File: config.mk
export PLATFORM = sky130hd
export DESIGN_NAME = div_unit_flat
export DESIGN_NICKNAME = d
export VERILOG_FILES = /design/src/rtl/div_unit_pkg.sv /design/src/rtl/div_unit_if.sv /design/src/rtl/div_unit_sign_fix.sv /design/src/rtl/div_unit.sv /design/src/flat_wrapper.sv
export SDC_FILE = /design/constraint.sdc
export NUM_CORES = 1
export LEC_CHECK = 0
export ABC_AREA = 1
export CORE_ASPECT_RATIO = 1.4
export CORE_UTILIZATION = 53
export DETAILED_ROUTE_END_ITERATION = 12
export PLACE_DENSITY = 0.78
export REMOVE_ABC_BUFFERS = 1
export SYNTH_ARGS = -nofsm -noshare
export SYNTH_HDL_FRONTEND = slang
export SYNTH_SLANG_ARGS = --single-unit
export TNS_END_PERCENT = 10
File: constraint.sdc
create_clock -name clock -period 1.9 [get_ports clock]
set_input_delay 0.38 -clock clock [delete_from_list [all_inputs] [get_ports clock]]
set_output_delay 0.38 -clock clock [all_outputs]
set_load 0.01 [all_outputs]
File: src/rtl/div_unit_pkg.sv
// Shared encodings for the divide engine: FSM state codes, ready levels and the
// stage_ex operator codes that select DIV versus DIVU.
package div_unit_pkg;

    typedef enum logic [1:0] {
        DIV_IDLE = 2'b00,
        DIV_ZERO = 2'b01,
        DIV_ON   = 2'b10,
        DIV_END  = 2'b11
    } div_state_e;

    localparam logic DIV_READY     = 1'b1;
    localparam logic DIV_NOT_READY = 1'b0;

    localparam logic [7:0] OP_DIV  = 8'b0001_1010;
    localparam logic [7:0] OP_DIVU = 8'b0001_1011;

    // stage_ex uses this to derive signed_i from the decoded operator
    function automatic logic op_is_signed(input logic [7:0] op);
        return op == OP_DIV;
    endfunction

endpackage

File: src/rtl/div_unit_if.sv
// Request/response bundle between stage_ex (master) and div_unit (slave).
// div_zero_o is present only when DIV_ZERO_FLAG_EN is defined.
interface div_unit_if #(
    parameter int WIDTH = 32
);
    logic               start_i;
    logic               signed_i;
    logic               annul_i;
    logic [WIDTH-1:0]   dividend_i;
    logic [WIDTH-1:0]   divisor_i;
    logic [2*WIDTH-1:0] result_o;
    logic               ready_o;
`ifdef DIV_ZERO_FLAG_EN
    logic               div_zero_o;

    modport master (
        output start_i, signed_i, annul_i, dividend_i, divisor_i,
        input  result_o, ready_o, div_zero_o
    );
    modport slave (
        input  start_i, signed_i, annul_i, dividend_i, divisor_i,
        output result_o, ready_o, div_zero_o
    );
`else
    modport master (
        output start_i, signed_i, annul_i, dividend_i, divisor_i,
        input  result_o, ready_o
    );
    modport slave (
        input  start_i, signed_i, annul_i, dividend_i, divisor_i,
        output result_o, ready_o
    );
`endif
endinterface

File: src/rtl/div_unit_sign_fix.sv
// Combinational sign handling: magnitude of the operands on entry, conditional
// negation of quotient/remainder on exit.
module div_sign_fix #(
    parameter int WIDTH = 32
) (
    input  logic [WIDTH-1:0] a_i,
    input  logic [WIDTH-1:0] b_i,
    input  logic             signed_i,
    output logic             sign_a_o,
    output logic             sign_b_o,
    output logic [WIDTH-1:0] a_abs_o,
    output logic [WIDTH-1:0] b_abs_o,
    input  logic [WIDTH-1:0] quo_i,
    input  logic [WIDTH-1:0] rem_i,
    input  logic             neg_quo_i,
    input  logic             neg_rem_i,
    output logic [WIDTH-1:0] quo_o,
    output logic [WIDTH-1:0] rem_o
);
    assign sign_a_o = signed_i & a_i[WIDTH-1];
    assign sign_b_o = signed_i & b_i[WIDTH-1];

    // Most-negative input maps to itself; read as unsigned that is its magnitude
    assign a_abs_o = sign_a_o ? ({WIDTH{1'b0}} - a_i) : a_i;
    assign b_abs_o = sign_b_o ? ({WIDTH{1'b0}} - b_i) : b_i;

    assign quo_o = neg_quo_i ? ({WIDTH{1'b0}} - quo_i) : quo_i;
    assign rem_o = neg_rem_i ? ({WIDTH{1'b0}} - rem_i) : rem_i;
endmodule

File: src/rtl/div_unit.sv
// Radix-2 restoring DIV/DIVU engine, one quotient bit per cycle, WIDTH+1 cycles
// to ready (2 for divide-by-zero). Optional div_zero_o flag under DIV_ZERO_FLAG_EN.
module div_unit
    import div_unit_pkg::*;
#(
    parameter int WIDTH = 32,
    parameter int CNT_W = 6
) (
    input  logic     clock,
    input  logic     reset,
    div_unit_if.slave bus
);
    div_state_e         state_q, state_d;
    logic [CNT_W-1:0]   cnt_q, cnt_d;
    logic [WIDTH-1:0]   dvd_q, dvd_d;
    logic [WIDTH-1:0]   dvs_q, dvs_d;
    logic [WIDTH-1:0]   rem_q, rem_d;
    logic               neg_quo_q, neg_quo_d;
    logic               neg_rem_q, neg_rem_d;
    logic [2*WIDTH-1:0] result_q, result_d;
    logic               ready_q, ready_d;

    logic               sign_a, sign_b;
    logic [WIDTH-1:0]   a_abs, b_abs;
    logic [WIDTH-1:0]   quo_fix, rem_fix;
    logic [WIDTH:0]     trial;
    logic               no_borrow;
    logic [WIDTH-1:0]   diff;
    logic               accept;

    div_sign_fix #(.WIDTH(WIDTH)) u_sign_fix (
        .a_i       (bus.dividend_i),
        .b_i       (bus.divisor_i),
        .signed_i  (bus.signed_i),
        .sign_a_o  (sign_a),
        .sign_b_o  (sign_b),
        .a_abs_o   (a_abs),
        .b_abs_o   (b_abs),
        .quo_i     (dvd_q),
        .rem_i     (rem_q),
        .neg_quo_i (neg_quo_q),
        .neg_rem_i (neg_rem_q),
        .quo_o     (quo_fix),
        .rem_o     (rem_fix)
    );

    // Dividend register shifts its msb into the remainder and collects quotient bits at the lsb
    assign trial     = {rem_q, dvd_q[WIDTH-1]};
    assign no_borrow = trial >= {1'b0, dvs_q};
    assign diff      = trial[WIDTH-1:0] - dvs_q;
    assign accept    = bus.start_i & ~bus.annul_i;

    always_comb begin
        state_d   = state_q;
        cnt_d     = cnt_q;
        dvd_d     = dvd_q;
        dvs_d     = dvs_q;
        rem_d     = rem_q;
        neg_quo_d = neg_quo_q;
        neg_rem_d = neg_rem_q;
        result_d  = result_q;
        ready_d   = ready_q;

        case (state_q)
            DIV_IDLE: begin
                ready_d  = DIV_NOT_READY;
                result_d = '0;
                if (accept) begin
                    cnt_d = '0;
                    rem_d = '0;
                    if (bus.divisor_i == '0) begin
                        state_d   = DIV_ZERO;
                        dvd_d     = '0;
                        neg_quo_d = 1'b0;
                        neg_rem_d = 1'b0;
                    end else begin
                        state_d   = DIV_ON;
                        dvd_d     = a_abs;
                        dvs_d     = b_abs;
                        neg_quo_d = sign_a ^ sign_b;
                        neg_rem_d = sign_a;
                    end
                end
            end
            DIV_ON: begin
                if (bus.annul_i) begin
                    state_d = DIV_IDLE;
                end else begin
                    rem_d = no_borrow ? diff : trial[WIDTH-1:0];
                    dvd_d = {dvd_q[WIDTH-2:0], no_borrow};
                    cnt_d = cnt_q + CNT_W'(1);
                    if (cnt_q == CNT_W'(WIDTH-1)) begin
                        state_d = DIV_END;
                    end
                end
            end
            DIV_ZERO: begin
                state_d = bus.annul_i ? DIV_IDLE : DIV_END;
            end
            DIV_END: begin
                // First END cycle publishes the result even if start_i already fell
                if (bus.annul_i) begin
                    state_d  = DIV_IDLE;
                    ready_d  = DIV_NOT_READY;
                    result_d = '0;
                end else if (!ready_q) begin
                    ready_d  = DIV_READY;
                    result_d = {rem_fix, quo_fix};
                end else if (!bus.start_i) begin
                    state_d  = DIV_IDLE;
                    ready_d  = DIV_NOT_READY;
                    result_d = '0;
                end
            end
            default: begin
                state_d  = DIV_IDLE;
                ready_d  = DIV_NOT_READY;
                result_d = '0;
            end
        endcase
    end

    always_ff @(posedge clock or negedge reset) begin
        if (!reset) begin
            state_q   <= DIV_IDLE;
            cnt_q     <= '0;
            dvd_q     <= '0;
            dvs_q     <= '0;
            rem_q     <= '0;
            neg_quo_q <= 1'b0;
            neg_rem_q <= 1'b0;
            result_q  <= '0;
            ready_q   <= DIV_NOT_READY;
        end else begin
            state_q   <= state_d;
            cnt_q     <= cnt_d;
            dvd_q     <= dvd_d;
            dvs_q     <= dvs_d;
            rem_q     <= rem_d;
            neg_quo_q <= neg_quo_d;
            neg_rem_q <= neg_rem_d;
            result_q  <= result_d;
            ready_q   <= ready_d;
        end
    end

    assign bus.result_o = result_q;
    assign bus.ready_o  = ready_q;

`ifdef DIV_ZERO_FLAG_EN
    logic dz_q, dz_d;

    assign dz_d = (state_d == DIV_ZERO) | ((state_d == DIV_END) & dz_q);

    always_ff @(posedge clock or negedge reset) begin
        if (!reset) begin
            dz_q <= 1'b0;
        end else begin
            dz_q <= dz_d;
        end
    end

    assign bus.div_zero_o = dz_q;
`endif
endmodule

File: src/flat_wrapper.sv
// flat-port wrapper written by rule: the top's interface ports become plain ports
module div_unit_flat import div_unit_pkg::*;
#(
    parameter int WIDTH = 32,
    parameter int CNT_W = 6
)
  (clock, reset, bus_start_i, bus_signed_i, bus_annul_i, bus_dividend_i, bus_divisor_i, bus_result_o, bus_ready_o);
  div_unit_if #(.WIDTH(WIDTH)) bus_i ();
  input  logic clock;
  input  logic reset;
  input wire logic [$bits(bus_i.start_i)-1:0] bus_start_i;
  input wire logic [$bits(bus_i.signed_i)-1:0] bus_signed_i;
  input wire logic [$bits(bus_i.annul_i)-1:0] bus_annul_i;
  input wire logic [$bits(bus_i.dividend_i)-1:0] bus_dividend_i;
  input wire logic [$bits(bus_i.divisor_i)-1:0] bus_divisor_i;
  output wire logic [$bits(bus_i.result_o)-1:0] bus_result_o;
  output wire logic [$bits(bus_i.ready_o)-1:0] bus_ready_o;
  assign bus_i.start_i = bus_start_i;
  assign bus_i.signed_i = bus_signed_i;
  assign bus_i.annul_i = bus_annul_i;
  assign bus_i.dividend_i = bus_dividend_i;
  assign bus_i.divisor_i = bus_divisor_i;
  assign bus_result_o = bus_i.result_o;
  assign bus_ready_o = bus_i.ready_o;
  div_unit #(.WIDTH(WIDTH), .CNT_W(CNT_W)) u_core (.clock(clock), .reset(reset), .bus(bus_i));
endmodule
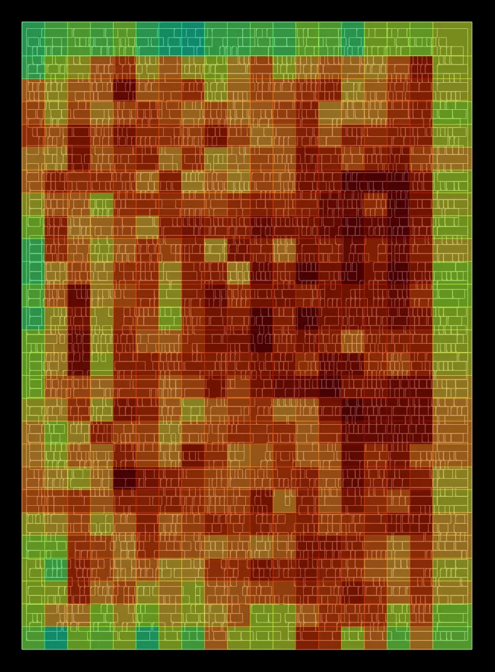
(images/congestion_map.png)
fraction of the core area covered by cells at the end of the flow: 80.2%
most used routing layer: met2
grt met3 use: 7.59%
Tot GR Track Use: 40.9%
average wire per standard cell: 18.1 um

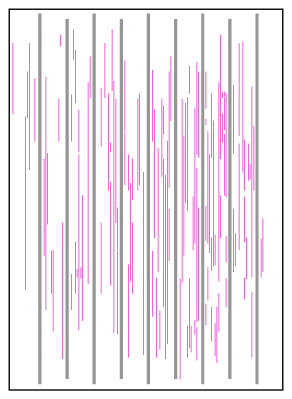
(images/m4.png)
Scale: 2 px per um. Supply wires on this layer in grey.
wire length on this layer = 4,580 um
main direction = vertical
nets with wire on the layer = 105
longest straight run = 126 um
share of all routed wire = 8.7%
routed wire length: 52.8 mm
total via count after detailed routing: 16,000

==> notes.md <==
The flow ran to the end, but the final reports show violations. The checks that failed: setup timing. For the tally of nets with antenna violations remaining after routing, the log shows 0. The run gives 3.53 mm as the wire length on met3.

Leaving out the clock tree, the finished layout contains a buffer count of 521. The share of flip-flops with an asynchronous set or reset was 100%. Placed cell count: 2,842.

The core region is 0.0247 mm^2. Total power: 0.0373 W. TritonCTS built the clock tree. The total die area was 0.0258 mm^2. For this run, the detailed router's first-pass iteration total came to 6.

The tools report the count of boundary I/O pins as 134. Counting pins that exceed their max-slew limit in the final report gives 0. The final timing report lists a hold violation count of 0. The power report lists cell-internal power as 0.0192 W. For the tightest hold margin, the log shows 0.423 ns. By area the synthesized netlist is led by sky130_fd_sc_hd__dfrtp_1, sky130_fd_sc_hd__nand2_1, sky130_fd_sc_hd__inv_1. For this run, the leading register cell type out of synthesis is sky130_fd_sc_hd__dfrtp_1. Ranked by total area, the top cell class in this layout is multi-input combinational cells. Counting I/O delays and the setup requirement, the final critical path takes 2.22 ns. met2 track demand over resource after global routing is 72.6%. The slew check shows that the tightest pin keeps a relative margin of 66.4%. The run gives 17 for the TritonCTS buffer count. In this run the top signal layer used is met4. The logs give -0.32 ns for the setup slack of the most critical reg-to-reg path and 2,105 for the number of cells in Yosys stat.

In the power breakdown, the biggest contributor is combinational logic. Of the cells placed in the final design, the portion with a size suffix greater than 1 is 27.1%. Slew at the pin with the worst max-slew slack: 0.503 ns. The data required time of the worst path was 2.28 ns; the clock skew after layout was 0.0132 ns. In this run, power in the clock network comes to 0.00381 W. Per the layout area report, the combinational gate area comes to 0.00881 mm^2. The post-synthesis chip area from yosys was 0.0133 mm^2; the half-perimeter wire length after detailed placement was 38.1 mm. Setup repair after global routing could not meet its margin everywhere. The synthesized design contains 171 register bits. According to the timing report, the critical path is launched from u_core.dvs_q[15]. In this run the critical register-to-register path is captured at u_core.rem_q[13].

According to the finish report, the design has a final net count of 2,699. The logs give 26.8 mm for the sum of met2 wire segment lengths after detailed routing and 171 for the layout sequential cell count. The layout contains a multi-input combinational cell count of 1,576.

The final-report setup violation count came out at 42. The power report attributes to the sequential group a share of 17.6%. The synthesized netlist occupies a cell area of 0.0133 mm^2. The synthesis stats list as the most numerous cell sky130_fd_sc_hd__nand2_1. Looking at the setup timing report, the critical path kind is flop to flop.

The combinational power came out at 0.0269 W. Of the available clock period, the critical path in the final layout requires 117%. From bottom edge to top edge, the die measures 190 um. The most common logic cell in the final layout is sky130_fd_sc_hd__nand2_1. After detailed placement, the total cell area comes to 0.0175 mm^2. The most common logic cells in the final layout are sky130_fd_sc_hd__nand2_1, sky130_fd_sc_hd__buf_4, sky130_fd_sc_hd__inv_1, sky130_fd_sc_hd__dfrtp_1, sky130_fd_sc_hd__nor2_1.

Of the total standard cell area in the layout, the sequential portion is 21.7%. With the post-CTS clock slew at the launch and capture registers of the worst setup and hold paths at 0.08 ns, the vias per cell is 5.48. Yosys mapped a number of flops with a built-in enable equal to 0. The synthesis log from Yosys contains 0 warnings.

The synthesized netlist handed to floorplanning was reported with a cell count of 2,105. The tools report the startpoint of the worst-slack reg-to-reg timing path as u_core.dvs_q[15]. The tools report the initial antenna violation count as 0. The switching component of the power was reported as 0.0182 W.

The final worst-path setup slack was -0.321 ns; the total of clock buffers placed in the layout was 19. The switching share of power was 48.6%. The power share of the combinational group came out at 72.1%. Per the layout area report, the register area comes to 0.00429 mm^2.

CTS built an H-tree with a depth of 4. The area share of the leading cell type in the synthesized netlist is 32.1%, and the mean instance size in the synthesized netlist is 6.33 um^2. Entering global routing, the biggest net connects 57 pins.

For the peak clock frequency supported by timing, the log shows 450 MHz.
## cell families (layout without fill, tap and decap cells)
| logic type | after synthesis | count (layout) | share of synthesized area, % |
|---|---|---|---|
| and+or+nand+nor | 1223 | 1223 | 39.1 |
| buffers and inverters | 358 | 855 | 10.5 |
| AOI/OAI and AO/OA | 254 | 254 | 10.6 |
| DFF | 171 | 171 | 32.1 |
| xor gates and xnor gates | 58 | 58 | 3.81 |
| adders and majority gates | 41 | 41 | 3.90 |
## critical path, stage by stage, from the launching register on
cell	delay [ns]
sky130_fd_sc_hd__dfrtp_1	0.41
sky130_fd_sc_hd__inv_2	0.17
sky130_fd_sc_hd__ha_4	0.24
sky130_fd_sc_hd__nand2_2	0.13
sky130_fd_sc_hd__inv_1	0.07
sky130_fd_sc_hd__nand2_1	0.08
sky130_fd_sc_hd__nand2_1	0.08
sky130_fd_sc_hd__inv_1	0.07
sky130_fd_sc_hd__nand2_2	0.07
sky130_fd_sc_hd__inv_2	0.09
sky130_fd_sc_hd__nand2_4	0.08
sky130_fd_sc_hd__nand2_8	0.10
sky130_fd_sc_hd__nand2_8	0.08
sky130_fd_sc_hd__buf_12	0.14
sky130_fd_sc_hd__buf_16	0.14
sky130_fd_sc_hd__nand2_2	0.08
sky130_fd_sc_hd__nand3_2	0.06
sky130_fd_sc_hd__nand2_1	0.08
## timing repair
| action | 4_1_cts | 5_1_grt |
|---|---|---|
| buffers inserted | 18 | 23 |
| setup endpoints to repair | 68 | 140 |
| hold buffers | 1 | 0 |
| gates cloned | 2 | 1 |
| pin swaps | 18 | 67 |
| hold endpoints to repair | 25 | 0 |
| gates resized | 130 | 188 |
Power is estimated from default activity; no workload was simulated.
